### src/rtl/knight_uart_pkg.sv
// Shared types and constants for the Knight-side RemoteComm UART endpoint.
package knight_uart_pkg;

  localparam int BITS_PER_FRAME = 10;  // start + 8 data + stop

  // Response bytes understood by RemoteComm
  localparam logic [7:0] POS_ACK   = 8'hA5;
  localparam logic [7:0] MOVE_DONE = 8'h5A;

  typedef enum logic [0:0] {RX_IDLE = 1'b0, RX_RECV = 1'b1} rx_state_t;
  typedef enum logic [0:0] {TX_IDLE = 1'b0, TX_XMIT = 1'b1} tx_state_t;
  typedef enum logic [0:0] {ASM_HIGH = 1'b0, ASM_LOW = 1'b1} asm_state_t;

endpackage

### src/rtl/knight_cmd_uart_if.sv
// Command / response handshake between the UART endpoint and the command processor.
interface knight_cmd_uart_if;
  logic [15:0] cmd;
  logic        cmd_rdy;
  logic        clr_cmd_rdy;
  logic [7:0]  resp;
  logic        trmt;
  logic        tx_done;

  // Command processor side
  modport master (input cmd, cmd_rdy, tx_done, output clr_cmd_rdy, resp, trmt);
  // UART endpoint side
  modport slave  (output cmd, cmd_rdy, tx_done, input clr_cmd_rdy, resp, trmt);
endinterface

### src/rtl/uart_rx_core.sv
// 8N1 receive engine: two-flop synchronizer, mid-bit sampling, byte_rdy / frm_err pulses.
module uart_rx_core
  import knight_uart_pkg::*;
#(
  parameter int BAUD_DIV = 2604
) (
  input  logic       clk,
  input  logic       rst_n,
  input  logic       rx,
  output logic [7:0] rx_data,
  output logic       byte_rdy,
  output logic       frm_err
);

  localparam int CW = $clog2(BAUD_DIV + 1);

  logic            rx_ff1, rx_ff2, rx_prev;
  rx_state_t       state;
  logic [CW-1:0]   baud_cnt;
  logic [3:0]      bit_cnt;
  logic [7:0]      shreg;

  assign rx_data = shreg;

  // Metastability synchronizer plus one history flop for falling-edge detection
  always_ff @(posedge clk or negedge rst_n) begin
    if (!rst_n) begin
      rx_ff1  <= 1'b1;
      rx_ff2  <= 1'b1;
      rx_prev <= 1'b1;
    end else begin
      rx_ff1  <= rx;
      rx_ff2  <= rx_ff1;
      rx_prev <= rx_ff2;
    end
  end

  // Frame receiver: half-bit delay to mid-start, then one sample per bit period
  always_ff @(posedge clk or negedge rst_n) begin
    if (!rst_n) begin
      state    <= RX_IDLE;
      baud_cnt <= '0;
      bit_cnt  <= '0;
      shreg    <= '0;
      byte_rdy <= 1'b0;
      frm_err  <= 1'b0;
    end else begin
      byte_rdy <= 1'b0;
      frm_err  <= 1'b0;
      case (state)
        RX_IDLE: begin
          if (rx_prev && !rx_ff2) begin
            baud_cnt <= CW'(BAUD_DIV / 2);
            bit_cnt  <= '0;
            state    <= RX_RECV;
          end
        end
        RX_RECV: begin
          if (baud_cnt == CW'(1)) begin
            baud_cnt <= CW'(BAUD_DIV);
            bit_cnt  <= bit_cnt + 4'd1;
            if (bit_cnt == 4'd0) begin
              // a high mid-start sample means the falling edge was a glitch
              if (rx_ff2) state <= RX_IDLE;
            end else if (bit_cnt == 4'(BITS_PER_FRAME - 1)) begin
              state <= RX_IDLE;
              if (rx_ff2) byte_rdy <= 1'b1;
              else        frm_err  <= 1'b1;
            end else begin
              shreg <= {rx_ff2, shreg[7:1]};
            end
          end else begin
            baud_cnt <= baud_cnt - CW'(1);
          end
        end
        default: state <= RX_IDLE;
      endcase
    end
  end

endmodule

### src/rtl/knight_cmd_uart.sv
// Knight-side RemoteComm endpoint: two-byte command assembly from RX, response byte out on TX.
module knight_cmd_uart
  import knight_uart_pkg::*;
#(
  parameter int BAUD_DIV  = 2604,
  parameter int TO_CYCLES = 3 * 10 * BAUD_DIV
) (
  input  logic               clk,
  input  logic               rst_n,
  input  logic               RX,
  output logic               TX,
  knight_cmd_uart_if.slave   bus
);

  localparam int BCW = $clog2(BAUD_DIV);
  localparam int TCW = $clog2(TO_CYCLES + 1);

  logic [7:0]     rx_data;
  logic           byte_rdy, frm_err;
  asm_state_t     asm_state;
  logic [TCW-1:0] to_cnt;
  logic [15:0]    cmd_reg;
  logic           cmd_rdy_reg;
  logic           hi_done, lo_done;

  tx_state_t      tx_state;
  logic [BCW-1:0] tx_baud_cnt;
  logic [3:0]     tx_bit_cnt;
  logic [8:0]     tx_shift;
  logic           tx_reg, tx_done_reg;

  uart_rx_core #(.BAUD_DIV(BAUD_DIV)) u_rx (
    .clk      (clk),
    .rst_n    (rst_n),
    .rx       (RX),
    .rx_data  (rx_data),
    .byte_rdy (byte_rdy),
    .frm_err  (frm_err)
  );

  assign hi_done = (asm_state == ASM_HIGH) && byte_rdy;
  assign lo_done = (asm_state == ASM_LOW)  && byte_rdy;

  assign bus.cmd     = cmd_reg;
  assign bus.cmd_rdy = cmd_rdy_reg;
  assign bus.tx_done = tx_done_reg;
  assign TX          = tx_reg;

  // Command assembly: high byte, then low byte within the timeout window
  always_ff @(posedge clk or negedge rst_n) begin
    if (!rst_n) begin
      asm_state <= ASM_HIGH;
      to_cnt    <= '0;
      cmd_reg   <= '0;
    end else begin
      case (asm_state)
        ASM_HIGH: begin
          if (byte_rdy) begin
            cmd_reg[15:8] <= rx_data;
            to_cnt        <= '0;
            asm_state     <= ASM_LOW;
          end
        end
        ASM_LOW: begin
          if (byte_rdy) begin
            cmd_reg[7:0] <= rx_data;
            asm_state    <= ASM_HIGH;
          end else if (frm_err || to_cnt == TCW'(TO_CYCLES)) begin
            asm_state <= ASM_HIGH;
          end else begin
            to_cnt <= to_cnt + TCW'(1);
          end
        end
        default: asm_state <= ASM_HIGH;
      endcase
    end
  end

  // cmd_rdy level: a completed command beats a simultaneous clear
  always_ff @(posedge clk or negedge rst_n) begin
    if (!rst_n)                       cmd_rdy_reg <= 1'b0;
    else if (lo_done)                 cmd_rdy_reg <= 1'b1;
    else if (hi_done || bus.clr_cmd_rdy) cmd_rdy_reg <= 1'b0;
  end

  // Transmitter: start bit driven on the accepting edge, then LSB-first data and stop
  always_ff @(posedge clk or negedge rst_n) begin
    if (!rst_n) begin
      tx_state    <= TX_IDLE;
      tx_baud_cnt <= '0;
      tx_bit_cnt  <= '0;
      tx_shift    <= '1;
      tx_reg      <= 1'b1;
      tx_done_reg <= 1'b0;
    end else begin
      case (tx_state)
        TX_IDLE: begin
          if (bus.trmt) begin
            tx_shift    <= {1'b1, bus.resp};
            tx_reg      <= 1'b0;
            tx_baud_cnt <= '0;
            tx_bit_cnt  <= '0;
            tx_done_reg <= 1'b0;
            tx_state    <= TX_XMIT;
          end
        end
        TX_XMIT: begin
          if (tx_baud_cnt == BCW'(BAUD_DIV - 1)) begin
            tx_baud_cnt <= '0;
            tx_bit_cnt  <= tx_bit_cnt + 4'd1;
            if (tx_bit_cnt == 4'(BITS_PER_FRAME - 1)) begin
              tx_reg      <= 1'b1;
              tx_done_reg <= 1'b1;
              tx_state    <= TX_IDLE;
            end else begin
              tx_reg   <= tx_shift[0];
              tx_shift <= {1'b1, tx_shift[8:1]};
            end
          end else begin
            tx_baud_cnt <= tx_baud_cnt + BCW'(1);
          end
        end
        default: tx_state <= TX_IDLE;
      endcase
    end
  end

endmodule

### src/flat_wrapper.sv
// flat-port wrapper written by rule: the top's interface ports become plain ports
module knight_cmd_uart_flat import knight_uart_pkg::*;
#(
  parameter int BAUD_DIV  = 2604,
  parameter int TO_CYCLES = 3 * 10 * BAUD_DIV
)
  (clk, rst_n, RX, TX, bus_cmd, bus_cmd_rdy, bus_tx_done, bus_clr_cmd_rdy, bus_resp, bus_trmt);
  knight_cmd_uart_if bus_i ();
  input  logic clk;
  input  logic rst_n;
  input  logic RX;
  output logic TX;
  output wire logic [$bits(bus_i.cmd)-1:0] bus_cmd;
  output wire logic [$bits(bus_i.cmd_rdy)-1:0] bus_cmd_rdy;
  output wire logic [$bits(bus_i.tx_done)-1:0] bus_tx_done;
  input wire logic [$bits(bus_i.clr_cmd_rdy)-1:0] bus_clr_cmd_rdy;
  input wire logic [$bits(bus_i.resp)-1:0] bus_resp;
  input wire logic [$bits(bus_i.trmt)-1:0] bus_trmt;
  assign bus_cmd = bus_i.cmd;
  assign bus_cmd_rdy = bus_i.cmd_rdy;
  assign bus_tx_done = bus_i.tx_done;
  assign bus_i.clr_cmd_rdy = bus_clr_cmd_rdy;
  assign bus_i.resp = bus_resp;
  assign bus_i.trmt = bus_trmt;
  knight_cmd_uart #(.BAUD_DIV(BAUD_DIV), .TO_CYCLES(TO_CYCLES)) u_core (.clk(clk), .rst_n(rst_n), .RX(RX), .TX(TX), .bus(bus_i));
endmodule
### config.mk
export PLATFORM = sky130hd
export DESIGN_NAME = knight_cmd_uart_flat
export DESIGN_NICKNAME = d
export VERILOG_FILES = /design/src/rtl/knight_uart_pkg.sv /design/src/rtl/knight_cmd_uart_if.sv /design/src/rtl/uart_rx_core.sv /design/src/rtl/knight_cmd_uart.sv /design/src/flat_wrapper.sv
export SDC_FILE = /design/constraint.sdc
export NUM_CORES = 1
export LEC_CHECK = 0
export CORE_MARGIN = 1.5
export CORE_UTILIZATION = 63
export DETAILED_ROUTE_END_ITERATION = 10
export PLACE_DENSITY = 0.85
export SETUP_SLACK_MARGIN = 0.4
export SLEW_MARGIN = 10
export SYNTH_ARGS = -nofsm -noshare
export SYNTH_HDL_FRONTEND = slang
export SYNTH_HIERARCHICAL = 1
export SYNTH_SLANG_ARGS = --single-unit
### constraint.sdc
create_clock -name clk -period 4.64 [get_ports clk]
set_input_delay 0.464 -clock clk [delete_from_list [all_inputs] [get_ports clk]]
set_output_delay 0.464 -clock clk [all_outputs]
set_load 0.02 [all_outputs]
==> run summary, run 1 <==
Worst slew margin: 0.400
top cells by count: 80 x dfrtp_1, 66 x nand2_1, 31 x mux2_2, 28 x nor2_1, 20 x o21ai_0
FP Util: 0.661
CTS tree: built
status: finished, final reports clean
Power Density: 331 nW/um^2
Slew Limit Fails: 0
synthesized area: 4560 um^2
Critical Path Sink Type: flop
drt pass-1 iters: 6
non-filler instance count after layout: 575
Die Y-Extent: 88.1 um
Gate power share: 0.134
P_sw: 487 uW
Initial DRC Count: 200
share of layout cells above drive strength 1: 0.163
seq pwr: 946 uW
worst-margin pin slew: 889 ps
Syn Inst Count: 447
Crit path arrival time: 3160 ps
Worst Hold Depth: 0
TritonCTS Buffers: 9
hold_sp: u_core/u_rx/rx_ff1
Max H-tree Level: 3
post-synth area from yosys stat: 4560 um^2
OpenROAD warnings: 31
Hold WC Path Type: reg2reg
final setup fails: 0
die area: 7760 um^2
grt total ovfl: 0
area share, top type: 0.439
RSZ-0062 raised after global routing: false
switching share of power: 0.286
Commonest Layout Cell: dfrtp_1
GRT met2 Usage: 0.456
Async SR Flop Fraction: 1.00
DR vias/cell: 6.07
Fin Clk Skew: 5.49 ps
Pleak: 2.24 nW
Yosys top cell by instances: dfrtp_1
chip width: 88.1 um
CP required: 4870 ps
clock network fraction of total power: 0.310
Yosys warnings: 6
crit path launch: u_core/u_rx/baud_cnt[1]
number of enable flip-flop cells: 0
Slowest cell on crit path: nor4_4
Worst-Skew Late Latency: 350 ps
Post-CTS Resized: 0
crit share post-route: 0.631
WP depth: 6
root buffer selected by CTS: clkbuf_8
placed inst area: 4930 um^2
crit-path cells: inv_1, ha_1, or3b_2, nor4_4, nor3b_4, mux2_2
Final WS setup: 1710 ps
Max Root-Sink Buffers: 2
gr usage total: 0.248
initial antenna violation count: 0
Int Pwr: 1.22 mW
Final ANT Viol Nets: 0
Reg clk slew, reported paths: 90 ps
most numerous logic cells after layout: 80 x dfrtp_1, 66 x nand2_1, 31 x mux2_2
Max-Cap Viols: 0
DRC: 0
RePlAce Congestion: 0.852
==> run 1: cell families (layout without fill, tap and decap cells) <==
group / Yosys count / count (layout) / share of synthesized area
simple gates: 191 / 191 / 0.224
flops: 92 / 92 / 0.508
compound gates: 73 / 73 / 0.106
buf+inv: 36 / 68 / 0.0307
mux: 35 / 35 / 0.0853
fa+ha+maj: 10 / 10 / 0.0274
xor+xnor: 10 / 10 / 0.0192
==> run 1: layout make-up <==
class / count / area [um^2]
clock buffers: 9 / 124
clock inverters: 7 / 73.8
fillers: 502 / 1760
inverters: 18 / 67.6
multi-input cells: 319 / 2110
flip-flops and latches: 92 / 2320
well taps: 96 / 120
repair buffers: 34 / 333
==> run 1: per-layer routing <==
layer,part of all wire,wire length [um]
met1,0.42,3760
met2,0.52,4650
met3,0.043,382
met4,0.014,124
met5,0,0
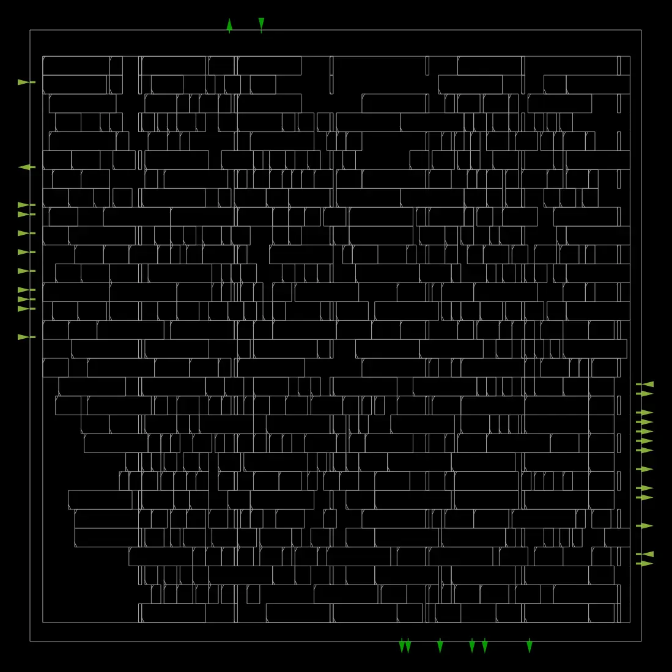
*Cell placement, run 1*
sequential cell count: 92
Util after Layout: 0.745
tap cell count: 96
# rows: 30

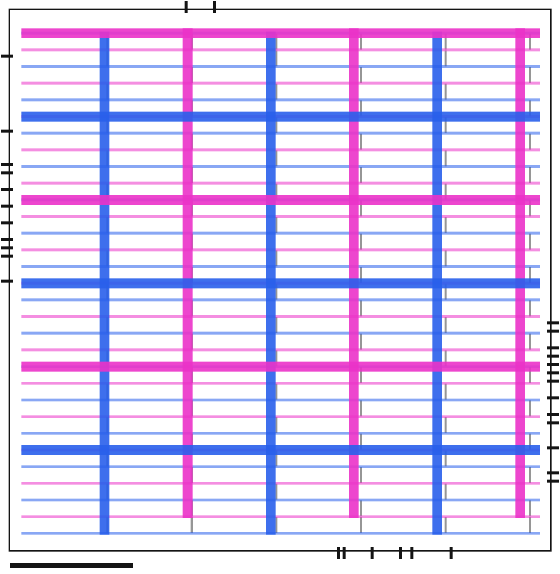
*PDN straps and rails, run 1*
Scale bar: 20 um. Pins as bars on the die edge. Tap cells in gray.
- VSS: blue
- VDD: magenta
- rows: 30
- signal pins: 32
Max VDD drop: 0.000270 V
total core area: 6910 um^2

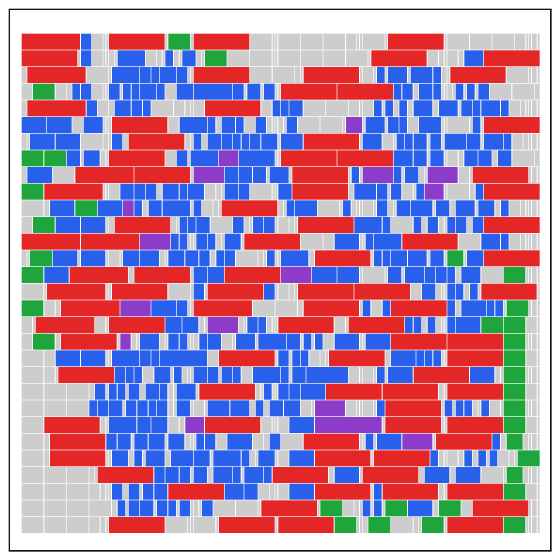
*Cell classes on the final placement, run 1*
Fill, decap, tap and diode cells in gray.
- remaining buffers and delay cells: green (cells 34)
- clock drivers and dummy loads: purple (cells 16)
- sequential cells: red (cells 92)
- remaining logic cells: blue (cells 337)
flop share of the area: 0.451
Design Area, Final: 5140 um^2

### Signal metal coverage by tile, run 1

The die is cut into 18 by 18 equal tiles; dark blue is low, red is high, scaled to the fullest tile. Values are wire area over tile area, all layers added.
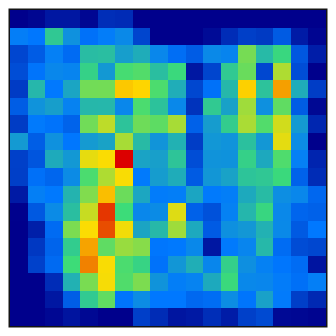

==> inputs of run 2 (changes only) <==
- CORE_UTILIZATION: 63 -> 53
- PLACE_DENSITY: 0.85 -> 0.76
- clock period: 4.64 -> 2.55 ns (I/O delays scaled with it)
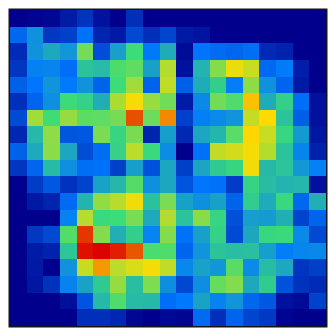
*Signal metal coverage by tile, run 2*
The die is cut into 19 by 19 equal tiles; dark blue is low, red is high, scaled to the fullest tile. Values are wire area over tile area, all layers added.
- fullest tile: 0.51
- nearly empty tiles: 14%
- tiles over half the peak: 21%
- mean over tiles: 0.15
- emptiest ninth of the die: north-east
Post-Route WL: 9080 um
wire length per cell: 15.2 um
gr usage total: 0.213
via count: 3494

==> run 2 against run 1 <==
Effect of this change: sequential share of layout area shrank 1.4 points; die area grew 18%; global-route usage shrank 3.5 points; combinational power grew 100%; final area grew 3.4%; clock skew grew 8.5 ps; critical endpoint is now u_core/u_rx/rx_data[0]; highest routed layer unchanged; count of clock-buffer cells in the layout grew 1; setup slack lost 1300 ps; synthesized cell count is the same; register-to-register slack lost 1300 ps.
==> run summary, run 2 <==
Mux area share: 0.0853 (unchanged)
total core area: 8300 um^2 (+20%)
Final ANT Viol Nets: 0 (unchanged)
Design Area, Final: 5320 um^2 (+3.4%)
status: finished, final reports clean
worst-margin pin slew: 743 ps (-146 ps)
family with the most delay on the worst path: simple AND/OR/NAND/NOR gates
met3 WL: 329 um (-14%)
Critical Path Sink Type: flop
Syn Inst Count: 447 (unchanged)
RSZ-0062 raised after global routing: true
Worst setup SP type: flop
Synth area leader: dfrtp_1
met3 Use GR: 0.0434
CP max stage delay: 440 ps
Int Pwr: 2.29 mW (+88%)
n_diodes: 0
Yosys warnings: 6 (unchanged)
root buffer selected by CTS: clkbuf_8
Max VDD drop: 0.000380 V (+41%)
Slew Limit Fails: 0 (unchanged)
adder-cell share of the synthesized area: 0.0274 (unchanged)
Util after Layout: 0.640 (-0.104)
DR vias/cell: 5.85 (-3.7%)
RePlAce Congestion: 0.835 (-2.0%)
Hold-fix buffers, CTS: 1
P_sw: 911 uW (+87%)
share of layout cells above drive strength 1: 0.197 (+0.0343)
ys cells: 447
Worst-Skew Late Latency: 360 ps (about the same)
non-filler instance count after layout: 597 (+3.8%)
min Tclk post-route: 2130 ps
Seq share, synth: 0.508
post-synth area from yosys stat: 4560 um^2 (unchanged)
switching share of power: 0.285 (-0.00106)
top layer in use: met4
Fin. Hold Viols: 0
first-pass GRT wire length: 15300 um
AO/OA Area Share: 0.106 (unchanged)
Fin Clk Skew: 14.0 ps (+8.47 ps)
Worst Path Max Fanout: 5
vias in the first global route: 3402
# rows: 33 (+10%)
grt met1 use: 0.277
syn nets: 470
busiest layer in global routing: met2
# placed instances: 575
Comb power: 458 uW
area share, top type: 0.439 (unchanged)
Area Overhead vs Synth: 16.4%
FMAX: 469 MHz
OpenROAD warnings: 33 (+6.5%)
DRC: 0 (unchanged)
total power: 3.20 mW
most numerous logic cells after layout: 77 x dfrtp_1, 66 x nand2_1, 30 x clkdlybuf4s50_1
Max Root-Sink Buffers: 2 (unchanged)
placed inst area: 5010 um^2 (+1.6%)
number of enable flip-flop cells: 0 (unchanged)
Commonest flop: dfrtp_1
largest net degree at the start of global routing: 45
yosys xor share: 0.0192 (unchanged)
Hold WC Path Type: in2reg
Power Density: 602 nW/um^2 (+82%)
nets: 510
P_clk: 1.02 mW
number of distinct library cells after synthesis: 65
Reg clk slew, reported paths: 100 ps (about the same)
final setup fails: 0 (unchanged)
Ports: 32
Post-CTS Setup Repair Bufs: 2
hold_sp: RX
Min Hold Slack: 306 ps
Yosys top cell by instances: dfrtp_1
clock network fraction of total power: 0.317 (+0.007)
Slowest cell on crit path: dfrtp_2
GRT met2 Usage: 0.352 (-0.104)
FP Util: 0.550 (-0.111)
TritonCTS Buffers: 9 (unchanged)
Max-Cap Viols: 0 (unchanged)
Gate power share: 0.143 (+0.009)
crit-path cells: inv_2, ha_1, or3b_4, nor4_4, nor3b_4, buf_6, mux2_4
simple share: 0.224 (unchanged)
CP required: 2800 ps (-2070 ps)
Initial DRC Count: 133 (-34%)
CTS tree: built
drt pass-1 iters: 4 (-2)
CP Class: reg2reg
synthesized area: 4560 um^2 (unchanged)
top cells by count: 80 x dfrtp_1, 66 x nand2_1, 31 x mux2_2, 28 x nor2_1, 20 x o21ai_0
Post-CTS Resized: 0 (unchanged)
hpwl dp: 6210 um
Worst slew margin: 0.503 (+0.103)
Crit path arrival time: 2390 ps (-770 ps)
Pleak: 2.32 nW (+3.3%)
Async SR Flop Fraction: 1.00 (unchanged)
Die Y-Extent: 95.8 um (+8.7%)
crit path launch: u_core/u_rx/baud_cnt[1]
DP Worst Slack: 303 ps
M1 WL: 4170 um (+11%)
chip width: 95.8 um (+8.7%)
Max H-tree Level: 3 (unchanged)
die area: 9180 um^2 (+18%)
biggest area cells: dfrtp_1 44%, mux2_2 7.6%, dfstp_2 6.9%, nand2_1 5.4%, ha_1 2.7%
IO buf count: 31
crit share post-route: 0.836 (+0.205)
r2r startpoint: u_core/u_rx/baud_cnt[1]
WL met2: 4430 um (-4.7%)
initial antenna violation count: 0 (unchanged)
seq pwr: 1.73 mW (+83%)
grt total ovfl: 0 (unchanged)
max FFs per register: 17
Buf+Inv Stages, Crit Path: 2
Setup TNS Final: 0 ps
Post-Syn Area per Cell: 10.2 um^2
Final WS setup: 419 ps (-1290 ps)
share of power burned in registers: 0.540
Top non-seq family: simple AND/OR/NAND/NOR gates
ys flops: 92
Max power group: sequential cells
Commonest Layout Cell: dfrtp_1
clock sinks: 92
==> run 2: cell counts after synthesis <==
No cell type changed its count.
==> run 2: final timing paths <==
kind	to	slack (ps)	cells after the start
worst max register to register	u_core/u_rx/rx_data[0]	420	7
min in group asynchronous	u_core/bus.cmd[1]	400	2
worst max-delay path	u_core/u_rx/rx_data[0]	420	7
max in group asynchronous	u_core/u_rx/baud_cnt[5]	1460	3
worst min register to register	u_core/u_rx/rx_ff2	360	0
worst min-delay path	u_core/u_rx/rx_ff1	310	1
==> run 2: layout make-up <==
type | count | area [um^2]
sequential | 92 | 2320
fill | 661 | 2980
clock inverter | 6 | 71.3
tap | 105 | 131
inverter | 18 | 67.6
multi-input combinational | 319 | 2150
clock buffer | 10 | 138
timing repair buffer | 47 | 438
### Cell placement, run 2

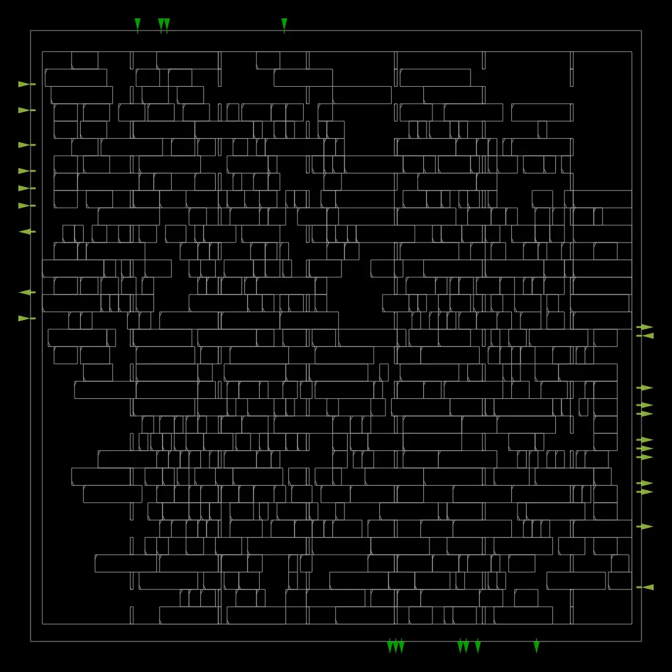

==> inputs of run 3 (changes only) <==
- CORE_UTILIZATION: 53 -> 59
- PLACE_DENSITY: 0.76 -> 0.8
- clock period: 2.55 -> 2 ns (I/O delays scaled with it)
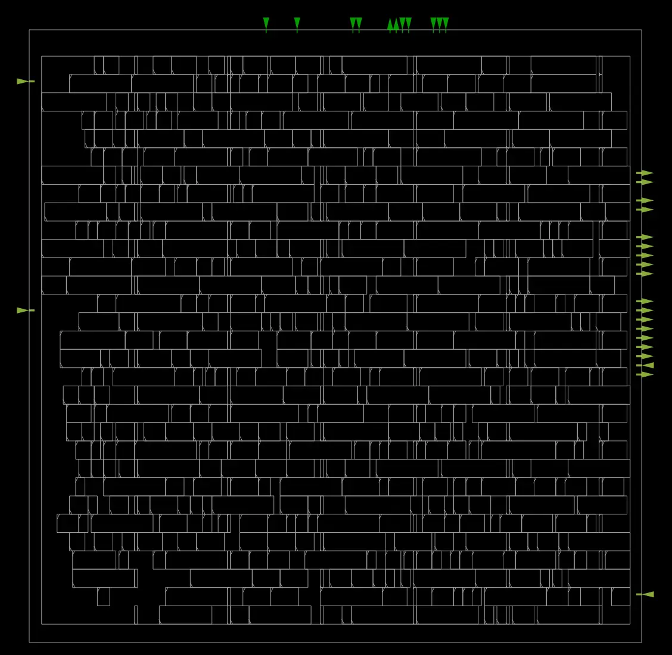
*Cell placement, run 3*
flop share of the area: 0.377
total core area: 7370 um^2
tap cell count: 99
# rows: 31
Util after Layout: 0.837

==> run 3 against run 2 <==
Effect of this change: the flow now finishes with violations (negative setup slack); register-to-register slack got worse by 460 ps; die area fell by 9.9%; non-clock buffer count rose by 43; largest power group unchanged.
==> run summary, run 3 <==
crit share post-route: 1.02 (+0.186)
Gate power share: 0.287 (+0.144)
Yosys warnings: 6 (unchanged)
ys cells: 447 (unchanged)
first-pass GRT wire length: 17800 um (+16%)
CTS tree: built
P_clk: 1.31 mW (+28%)
Worst-Skew Late Latency: 370 ps (about the same)
IO buf count: 31 (unchanged)
Inverters: 18 (unchanged)
Max H-tree Level: 3 (unchanged)
clock network fraction of total power: 0.271 (-0.046)
Post-Route WL: 11900 um (+32%)
hold_sp: RX
Multi-input gate area: 2570 um^2 (+19%)
Hold-fix buffers, CTS: 1 (unchanged)
Worst Hold Depth: 1 (unchanged)
Post-CTS Resized: 42 (+42)
CP Class: reg2reg
post-synth area from yosys stat: 4560 um^2 (unchanged)
failing checks: negative setup slack
Crit path arrival time: 2300 ps (-90 ps)
Max power group: sequential cells
Area Overhead vs Synth: 35.1%
switching share of power: 0.312 (+0.0270)
GRT met2 Usage: 0.456 (+0.104)
CP required: 2260 ps (-540 ps)
DR vias/cell: 6.21 (+6.1%)
Pleak: 2.73 nW (+18%)
Max VDD drop: 0.000655 V (+72%)
worst-margin pin slew: 463 ps (-280 ps)
multi-input gates: 320 (+0.31%)
Biggest Area Class: logic gates
Power Density: 785 nW/um^2 (+30%)
seq pwr: 2.14 mW (+24%)
Max-Cap Viols: 0 (unchanged)
Setup TNS Final: -310 ps (-310 ps)
Clock-cell share: 0.0333 (-0.00603)
Int Pwr: 3.33 mW (+46%)
clock sinks: 92 (unchanged)
Synth area leader: dfrtp_1
fraction of area in multi-input gates: 0.416 (+0.0121)
Comb power: 1.39 mW (+200%)
most numerous logic cells after layout: 73 x dfrtp_1, 62 x nand2_1, 39 x buf_4
Post-CTS Setup Repair Bufs: 17 (+15)
Syn Inst Count: 447 (unchanged)
TritonCTS Buffers: 9 (unchanged)
Slew Limit Fails: 0 (unchanged)
# placed instances: 586 (+1.9%)
Fin Clk Skew: 12.2 ps (-1.79 ps)
r2r startpoint: u_core/u_rx/baud_cnt[7]
root buffer selected by CTS: clkbuf_8
Post-Syn Area per Cell: 10.2 um^2 (unchanged)
syn nets: 470 (unchanged)
non-filler instance count after layout: 635 (+6.4%)
OpenROAD warnings: 34 (+3.0%)
Fin. Hold Viols: 0 (unchanged)
Worst setup SP type: flop
DP Worst Slack: -54.2 ps (-357 ps)
wire length per cell: 18.8 um (+24%)
hpwl dp: 6660 um (+7.1%)
grt total ovfl: 0 (unchanged)
number of enable flip-flop cells: 0 (unchanged)
register area: 2330 um^2 (+0.22%)
grt met1 use: 0.348 (+0.0714)
drt pass-1 iters: 5 (+1)
initial antenna violation count: 0 (unchanged)
Yosys top cell by instances: dfrtp_1
Worst slew margin: 0.691 (+0.188)
Slowest cell on crit path: or4_4
Commonest Layout Cell: dfrtp_1
crit path launch: u_core/u_rx/baud_cnt[7]
Reg clk slew, reported paths: 100 ps (about the same)
Ports: 32 (unchanged)
nets: 554 (+8.6%)
DRC: 0 (unchanged)
crit-path cells: or4_4, nor4_4, nor3b_4, buf_12, mux2_4
FMAX: 489 MHz (+4.3%)
Commonest flop: dfrtp_1
n_diodes: 0 (unchanged)
RSZ-0062 raised after global routing: true
die area: 8270 um^2 (-9.9%)
Critical Path Sink Type: flop
Worst Path Max Fanout: 8 (+3)
Die Y-Extent: 91.0 um (-5.1%)
sequential cell count: 92 (unchanged)
Seq share, synth: 0.508 (unchanged)
RePlAce Congestion: 0.867 (+3.9%)
synthesized area: 4560 um^2 (unchanged)
Hold WC Path Type: in2reg
Async SR Flop Fraction: 1.00 (unchanged)
number of distinct library cells after synthesis: 65 (unchanged)
met3 Use GR: 0.0544 (+0.0110)
worst reg-to-reg path cell count: 5 (-2)
status: finished with violations
Final WS setup: -43.3 ps (-463 ps)
Max Root-Sink Buffers: 2 (unchanged)
CP max stage delay: 560 ps (+120 ps)
Min Hold Slack: 230 ps (-75.6 ps)
share of power burned in registers: 0.442 (-0.098)
via count: 3942 (+13%)
share of layout cells above drive strength 1: 0.362 (+0.165)
final setup fails: 10 (+10)
Buf+Inv Stages, Crit Path: 1 (-1)
-- run 3: metal layers --
layer  wire length [um]  up-vias
met5                  0        -
met4                279        0
met3                626       28
met2               6150      155
met1               4880     1970
li1                   -     1789
-- run 3: final timing paths --
kind	end	slack (ps)
max reg2reg	u_core/u_rx/rx_data[3]	-40
max in group asynchronous	u_core/tx_baud_cnt[5]	1060
max	u_core/u_rx/rx_data[3]	-40
min	u_core/u_rx/rx_ff1	230
min in group asynchronous	u_core/to_cnt[9]	250
min reg2reg	u_core/u_rx/rx_ff2	360
-- run 3: cell families after synthesis --
| logic type | share of synthesized area |
|---|---|
| compound gates | 0.106 |
| buf+inv | 0.0307 |
| flops | 0.508 |
| mux | 0.0853 |
| fa+ha+maj | 0.0274 |
| simple gates | 0.224 |
| xor+xnor | 0.0192 |
Power is estimated from default activity; no workload was simulated.
